Figure 1. Selected gate families (run 1).
Drawn at 6 px/µm.
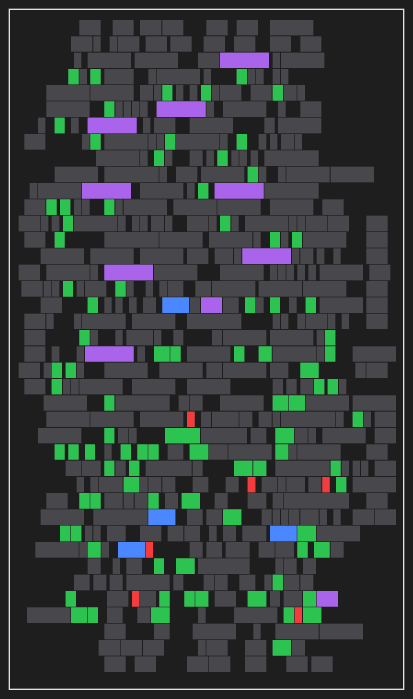
Figure 2. A small window of the routed layout (run 1).
Region (13, 59) to (53, 99) µm. Cells in grey, sequential cells in the stronger grey; small squares are vias.
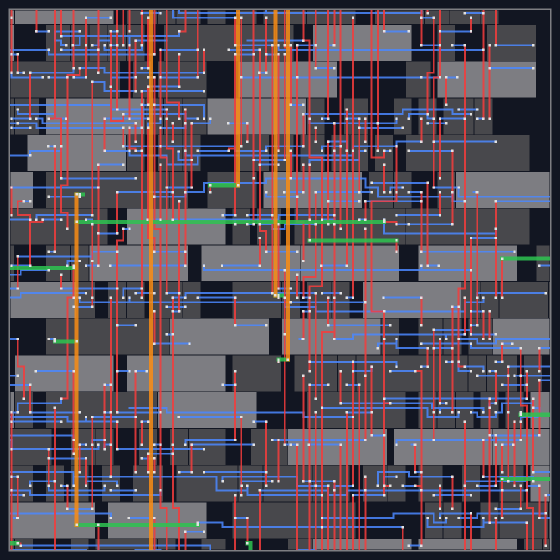
Figure 3. Met2 routing (run 1).
Drawn at 3 px/µm.
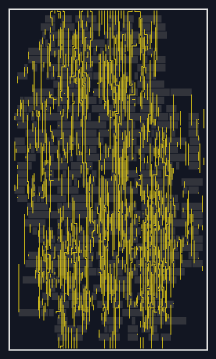
## src/rtl/pe_result_writer.sv

```systemverilog
// Serializes P-element PE result vectors into one-element-per-cycle main-memory writes at sequential addresses.
// Latency: element 0 one cycle after the vector handshake; store_done one cycle after the last write.
// Backpressure: pe_ready only in WAIT_VEC; RESULT_WRITER_SKID_EN adds a one-vector skid so pe_ready may also rise in WRITE.
module pe_result_writer #(
    parameter int FEATURE_BITS = 4,
    parameter int ELEMENT_BITS = 8,
    parameter int P            = 4
) (
    input  logic                          sys_clk,
    input  logic                          reset,
    input  logic                          start,
    input  logic [2*FEATURE_BITS-1:0]     base_address,
    input  logic [2*FEATURE_BITS-1:0]     num_vectors,
    input  logic                          pe_valid,
    input  logic [P*ELEMENT_BITS-1:0]     pe_data_out,
    output logic                          pe_ready,
    output logic [2*FEATURE_BITS-1:0]     main_mem_address,
    output logic [ELEMENT_BITS-1:0]       main_mem_data_out,
    output logic                          main_mem_cs_out,
    output logic                          main_mem_we_out,
    output logic                          store_done
);
    localparam int AW = 2 * FEATURE_BITS;
    localparam int VW = P * ELEMENT_BITS;
    localparam int IW = $clog2(P);
    localparam logic [IW-1:0] LAST_IDX = IW'(P - 1);

    typedef enum logic [1:0] {IDLE, WAIT_VEC, WRITE, DONE} state_t;

    state_t                  state_q, state_d;
    logic [IW-1:0]           idx_q, idx_d;
    logic [VW-1:0]           vec_q, vec_d;
    logic [AW-1:0]           next_addr_q, next_addr_d;
    logic [AW-1:0]           remaining_q, remaining_d;
    logic [AW-1:0]           addr_q, addr_d;
    logic [ELEMENT_BITS-1:0] data_q, data_d;
    logic                    cs_q, cs_d;
    logic                    ready_q, ready_d;
    logic                    done_q, done_d;
`ifdef RESULT_WRITER_SKID_EN
    logic [VW-1:0]           skid_q, skid_d;
    logic                    skid_full_q, skid_full_d;
`endif

    logic                    accept;
    logic                    load_en;
    logic [VW-1:0]           load_vec;

    function automatic logic [ELEMENT_BITS-1:0] elem(input logic [VW-1:0] v, input logic [IW-1:0] i);
        return v[i*ELEMENT_BITS +: ELEMENT_BITS];
    endfunction

    assign accept = pe_valid && ready_q;

    always_comb begin
        state_d     = state_q;
        idx_d       = idx_q;
        vec_d       = vec_q;
        next_addr_d = next_addr_q;
        remaining_d = remaining_q;
        addr_d      = addr_q;
        data_d      = data_q;
        cs_d        = 1'b0;
        ready_d     = 1'b0;
        done_d      = 1'b0;
        load_en     = 1'b0;
        load_vec    = '0;
`ifdef RESULT_WRITER_SKID_EN
        skid_d      = skid_q;
        skid_full_d = skid_full_q;
`endif
        case (state_q)
            IDLE: begin
                if (start) begin
                    next_addr_d = base_address;
                    remaining_d = num_vectors;
                    if (num_vectors != '0) begin
                        state_d = WAIT_VEC;
                        ready_d = 1'b1;
                    end else begin
                        state_d = DONE;
                    end
                end
            end
            WAIT_VEC: begin
                if (accept) begin
                    remaining_d = remaining_q - 1'b1;
                    load_en     = 1'b1;
                    load_vec    = pe_data_out;
                end else begin
                    ready_d = 1'b1;
                end
            end
            WRITE: begin
                if (idx_q != LAST_IDX) begin
                    idx_d       = idx_q + 1'b1;
                    addr_d      = next_addr_q;
                    next_addr_d = next_addr_q + 1'b1;
                    data_d      = elem(vec_q, idx_q + 1'b1);
                    cs_d        = 1'b1;
`ifdef RESULT_WRITER_SKID_EN
                    if (accept) begin
                        skid_d      = pe_data_out;
                        skid_full_d = 1'b1;
                        remaining_d = remaining_q - 1'b1;
                    end
`endif
                end
`ifdef RESULT_WRITER_SKID_EN
                else if (skid_full_q) begin
                    load_en     = 1'b1;
                    load_vec    = skid_q;
                    skid_full_d = 1'b0;
                end else if (accept) begin
                    // Skid empty but a vector arrived on the last element: go straight to the write buffer.
                    load_en     = 1'b1;
                    load_vec    = pe_data_out;
                    remaining_d = remaining_q - 1'b1;
                end
`endif
                else if (remaining_q != '0) begin
                    state_d = WAIT_VEC;
                    ready_d = 1'b1;
                end else begin
                    state_d = DONE;
                    done_d  = 1'b1;
                end
            end
            DONE: begin
                // Entered with the pulse already raised from WRITE, or without it from an empty job.
                if (done_q) begin
                    state_d = IDLE;
                end else begin
                    done_d = 1'b1;
                end
            end
            default: state_d = IDLE;
        endcase

        if (load_en) begin
            state_d     = WRITE;
            vec_d       = load_vec;
            idx_d       = '0;
            addr_d      = next_addr_q;
            next_addr_d = next_addr_q + 1'b1;
            data_d      = elem(load_vec, '0);
            cs_d        = 1'b1;
        end

`ifdef RESULT_WRITER_SKID_EN
        if (state_d == WRITE) begin
            ready_d = !skid_full_d && (remaining_d != '0);
        end
`endif
    end

    always_ff @(posedge sys_clk) begin
        if (reset) begin
            state_q     <= IDLE;
            idx_q       <= '0;
            vec_q       <= '0;
            next_addr_q <= '0;
            remaining_q <= '0;
            addr_q      <= '0;
            data_q      <= '0;
            cs_q        <= 1'b0;
            ready_q     <= 1'b0;
            done_q      <= 1'b0;
`ifdef RESULT_WRITER_SKID_EN
            skid_q      <= '0;
            skid_full_q <= 1'b0;
`endif
        end else begin
            state_q     <= state_d;
            idx_q       <= idx_d;
            vec_q       <= vec_d;
            next_addr_q <= next_addr_d;
            remaining_q <= remaining_d;
            addr_q      <= addr_d;
            data_q      <= data_d;
            cs_q        <= cs_d;
            ready_q     <= ready_d;
            done_q      <= done_d;
`ifdef RESULT_WRITER_SKID_EN
            skid_q      <= skid_d;
            skid_full_q <= skid_full_d;
`endif
        end
    end

    assign pe_ready          = ready_q;
    assign main_mem_address  = addr_q;
    assign main_mem_data_out = data_q;
    assign main_mem_cs_out   = cs_q;
    assign main_mem_we_out   = cs_q;
    assign store_done        = done_q;

endmodule

```

## config.mk

```make
export PLATFORM = sky130hd
export DESIGN_NAME = pe_result_writer
export DESIGN_NICKNAME = d
export VERILOG_FILES = /design/src/rtl/pe_result_writer.sv
export SDC_FILE = /design/constraint.sdc
export NUM_CORES = 1
export LEC_CHECK = 0
export CORE_ASPECT_RATIO = 1.75
export CORE_UTILIZATION = 48
export DETAILED_ROUTE_END_ITERATION = 8
export PLACE_DENSITY = 0.79
export SYNTH_ARGS = -nofsm -noshare
export SYNTH_HDL_FRONTEND = slang
export SYNTH_SLANG_ARGS = --single-unit
```

## constraint.sdc

```tcl
create_clock -name sys_clk -period 1.9 [get_ports sys_clk]
set_clock_uncertainty 0.1 [all_clocks]
set_input_delay 0.19 -clock sys_clk [delete_from_list [all_inputs] [get_ports sys_clk]]
set_output_delay 0.19 -clock sys_clk [all_outputs]
set_load 0.01 [all_outputs]
```

==> results.json, run 1 <==
{
  "status": "completed",
  "max_freq_mhz": 572.2,
  "ant_nets": 0,
  "ctsResizeCount": 0,
  "cp_max_fo": 18,
  "drtPass1Iterations": 4,
  "slew_violations": 0,
  "place.detailed.hpwl_mm": 5.858,
  "warnings": 27,
  "port_buffers": 71,
  "period_used_share": 0.9199,
  "fin_nets": 536,
  "regArea_um2": 1423,
  "wl_met3_um": 332,
  "synthCells": 409,
  "wire_per_inst_um": 15.06,
  "reg2reg_slack_ns": 0.15,
  "ys_warn_count": 0,
  "yosys.stat.seqShare": 0.4198,
  "utilization": 0.6599,
  "grt_antenna_before_repair": 0
}
Back to the opening pictures, Figure 1:
| family | colour | cells |
|---|---|---|
| multiplexers | purple | 10 |
| inverting AOI/OAI gates | green | 90 |
| adder and majority cells | blue | 4 |
| inverters | red | 6 |
fraction of area in multi-input gates: 0.4002
Final Instance Count excl. Fillers: 569

Back to the opening pictures, Figure 2:
| layer | colour |
|---|---|
| metal 4 | orange |
| metal 2 | red |
| metal 3 | green |
| metal 1 | blue |
most frequent: nand2_1 (36), dfxtp_1 (26)
sequential cells in the window: 26
netlist names of flops here include: vec_q (17), main_mem_data_out (6), main_mem_address (2)
cells with their middle in the window: 130

Back to the opening pictures, Figure 3:
nets with wire on the layer: 452
wire length on this layer: 4520 µm
longest straight run: 37.1 µm
Via Count: 3225
Post-Route WL: 8.568 mm
GR Util met2: 0.4275

## run 1: critical path, cell delays in order, from the launching register on
cell and delay [ns]:
dfxtp_1 0.32, ha_1 0.26, or3b_1 0.50, nand2_8 0.19, nor3_1 0.08, o32ai_2 0.20
## run 1: cells in the mapped netlist, types with 4 or more instances
library cell,number
inv_1,6
clkbuf_1,12
a31oi_1,4
nand2b_1,11
buf_2,9
a21o_1,6
o21ai_0,9
nand2_1,93
mux4_2,8
o32ai_1,4
nor4_1,9
dfxtp_1,71
a21oi_1,55
nand3_1,5
nor2_1,35
ha_1,4
nor3_1,11
## run 1: metrics by stage
stage               cell area, µm²  setup TNS [ns]  hold WS (ns)  setup slack (ns)  power (mW)
floorplan                     3386               0        0.2260            0.2345       1.957
global placement              4220               0        0.3372           0.02753       2.191
detailed placement            4220         -0.7129        0.3444          -0.09713       2.200
CTS                           4521               0        0.2608           0.09700       3.860
global route                  4524               0        0.2759           0.04603       3.992
finish                        4524               0        0.2601            0.1522       3.852
## run 1: registers in the layout (all words and copies together), names as in the netlist
name               count
vec_q                 32
main_mem_address       8
main_mem_data_out      8
next_addr_q            8
remaining_q            8
idx_q                  2
state_q                2
main_mem_cs_out        1
pe_ready               1
store_done             1
## run 1: report_power, final
group	internal, mW	total [mW]	switching, mW	leakage [nW]
logic	0.286	0.551	0.265	0.872
registers	1.56	1.63	0.0706	0.577
clock network	1.05	1.67	0.622	0.149
## run 1: path summary, 6_finish.rpt
path	startpoint	to	depth (start not counted)
max	idx_q[0]	state_q[1]	5
min	reset	main_mem_address[3]	3
max reg2reg	idx_q[0]	state_q[1]	5
min reg2reg	main_mem_address[3]	main_mem_address[3]	2
## run 1: layout make-up
cell class	count	share of cell area
Multi-Input combinational cell	305	0.4002
Tap cell	84	0.02323
Clock buffer	11	0.05365
Inverter	6	0.004978
Sequential cell	71	0.3144
Clock inverter	5	0.01272
Timing Repair Buffer	87	0.1908
## run 1: cell families (layout without fill, tap and decap cells)
kind of cell               count (synthesis)  count (layout)  share of synthesized area
DFF                                       71              71                     0.4198
and+or+nand+nor                          188             188                     0.2720
buffers and inverters                     33             109                    0.04656
AOI/OAI and AO/OA                        102             102                     0.1851
adders and majority gates                  4               4                    0.01478
xor gates and xnor gates                   1               1                   0.002587
muxes                                     10              10                    0.05913
## run 1: routing by layer
metal,global-route usage,up-vias
li1,-,1587
met1,0.2799,1504
met2,0.4275,107
met3,0.04234,27
met4,0.1348,0
met5,0,-
==> run 2: changes to the inputs <==
--- a/config.mk
+++ b/config.mk
@@ -5,10 +5,12 @@
 export SDC_FILE = /design/constraint.sdc
 export NUM_CORES = 1
 export LEC_CHECK = 0
+export CAP_MARGIN = 20
 export CORE_ASPECT_RATIO = 1.75
 export CORE_UTILIZATION = 48
 export DETAILED_ROUTE_END_ITERATION = 8
 export PLACE_DENSITY = 0.79
+export SLEW_MARGIN = 5
 export SYNTH_ARGS = -nofsm -noshare
 export SYNTH_HDL_FRONTEND = slang
 export SYNTH_SLANG_ARGS = --single-unit
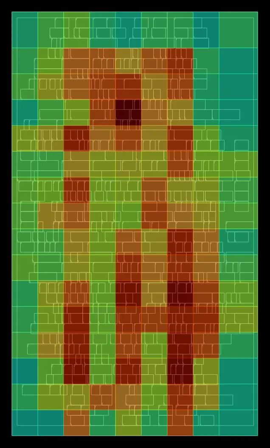
Figure 4: run 2, routing congestion.
routing usage on met1: 0.2799
gr busiest metal: met2
gr usage total: 0.2470
Routed WL per cell: 15.06 µm
met3 GRT Util: 0.04234

==> run 2 against run 1 <==
Against the previous run: wire length unchanged; utilization did not move; largest cell class unchanged; combinational power hardly changed; synthesized cell count stayed put; design area is the same; global-route usage unchanged; die area unchanged; setup slack is the same; power is the same; non-clock buffer count unchanged; via count unchanged.
==> results.json, run 2 <==
{
  "worstHoldEndpoint": "main_mem_address[3]",
  "worstHoldStart": "reset",
  "port_buffers": 71,
  "ant_nets": 0,
  "period_used_share": 0.9199,
  "finalInstanceArea_um2": 4524,
  "warnings": 27,
  "largest_reg_flops": 32,
  "power.total_mw": 3.852,
  "grt_antenna_before_repair": 0,
  "num_vias": 3225,
  "ys_top_cells_by_count": "93 x nand2_1, 71 x dfxtp_1, 55 x a21oi_1",
  "drt_wl_total_mm": 8.568,
  "holdPathStages": 3,
  "ys_warn_count": 0,
  "stdcell_count": 569,
  "status": "completed",
  "slew_violations": 0,
  "yosys.stat.seqShare": 0.4198,
  "regMostFlops": "vec_q",
  "place.detailed.hpwl_mm": 5.858,
  "r2r-start": "idx_q[0]",
  "max_freq_mhz": 572.2
}
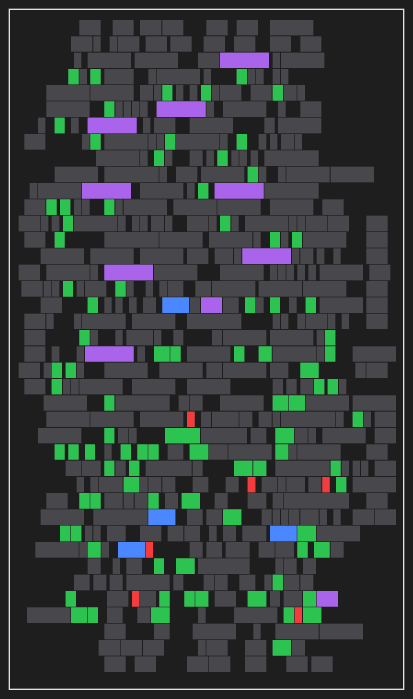
Figure 5: run 2, selected gate families.
Drawn at 6 px/µm.
| family | colour | cells |
|---|---|---|
| multiplexers | purple | 10 |
| inverting AOI/OAI gates | green | 90 |
| inverters | red | 6 |
| adder and majority cells | blue | 4 |
Commonest Layout Cell: nand2_1

-- run 2: cell counts after synthesis --
Identical to the previous run, type by type.
-- run 2: power breakdown --
group,total (mW),internal (mW),switching [mW]
logic,0.551,0.286,0.265
registers,1.63,1.56,0.0706
clock network,1.67,1.05,0.622
-- run 2: worst max path at each step --
| stage | startpoint | to | slack [ns] | cells past startpoint |
|---|---|---|---|---|
| detailed placement | pe_valid | main_mem_address[6] | -0.1 | 5 |
| finish | idx_q[0] | state_q[1] | 0.15 | 5 |
| global route | idx_q[0] | main_mem_data_out[2] | 0.05 | 5 |
| CTS | state_q[0] | next_addr_q[7] | 0.1 | 4 |
| global placement | pe_valid | vec_q[18] | 0.03 | 5 |
| floorplan | idx_q[0] | main_mem_data_out[6] | 0.23 | 5 |
-- run 2: critical path, cell delays in order, from the launching register on --
cell and delay [ns]:
dfxtp_1 0.32, ha_1 0.26, or3b_1 0.50, nand2_8 0.19, nor3_1 0.08, o32ai_2 0.20
-- run 2: cell families after synthesis --
logic type               synth area share
multiplexers                      0.05913
AND-OR/OR-AND                      0.1851
flip-flops                         0.4198
AND/OR/NAND/NOR                    0.2720
XOR/XNOR                         0.002587
buffers and inverters             0.04656
adder cells (fa/ha/maj)           0.01478
-- run 2: metal layers --
metal / vias to the layer above / track usage / part of all wire
li1: 1587 / - / -
met1: 1504 / 0.2799 / 0.40
met3: 27 / 0.04234 / 0.039
met5: - / 0 / 0
met4: 0 / 0.1348 / 0.034
met2: 107 / 0.4275 / 0.53
-- run 2: timing repair --
item	in CTS	in global routing
resized	0	2
endpoints found under the setup margin	0	16
setup buffers	0	0
hold endpoints to repair	0	0
-- run 2: layout make-up --
cell class,count,area (µm²)
clock inverter,5,57.56
tap,84,105.1
clock buffer,11,242.7
multi-input combinational,305,1810
inverter,6,22.52
fill,587,2332
sequential,71,1423
timing repair buffer,87,863.3
-- run 2: metrics by stage --
step,setup TNS (ns),setup slack (ns),util
2_1_floorplan,0,0.2345,-
3_3_place_gp,0,0.02753,0.6155
3_5_place_dp,-0.7129,-0.09713,0.6155
4_1_cts,0,0.09700,0.6593
5_1_grt,0,0.04603,0.6599
6_report,0,0.1522,0.6599
No activity file was given, so power comes from the tool's default toggle rates.
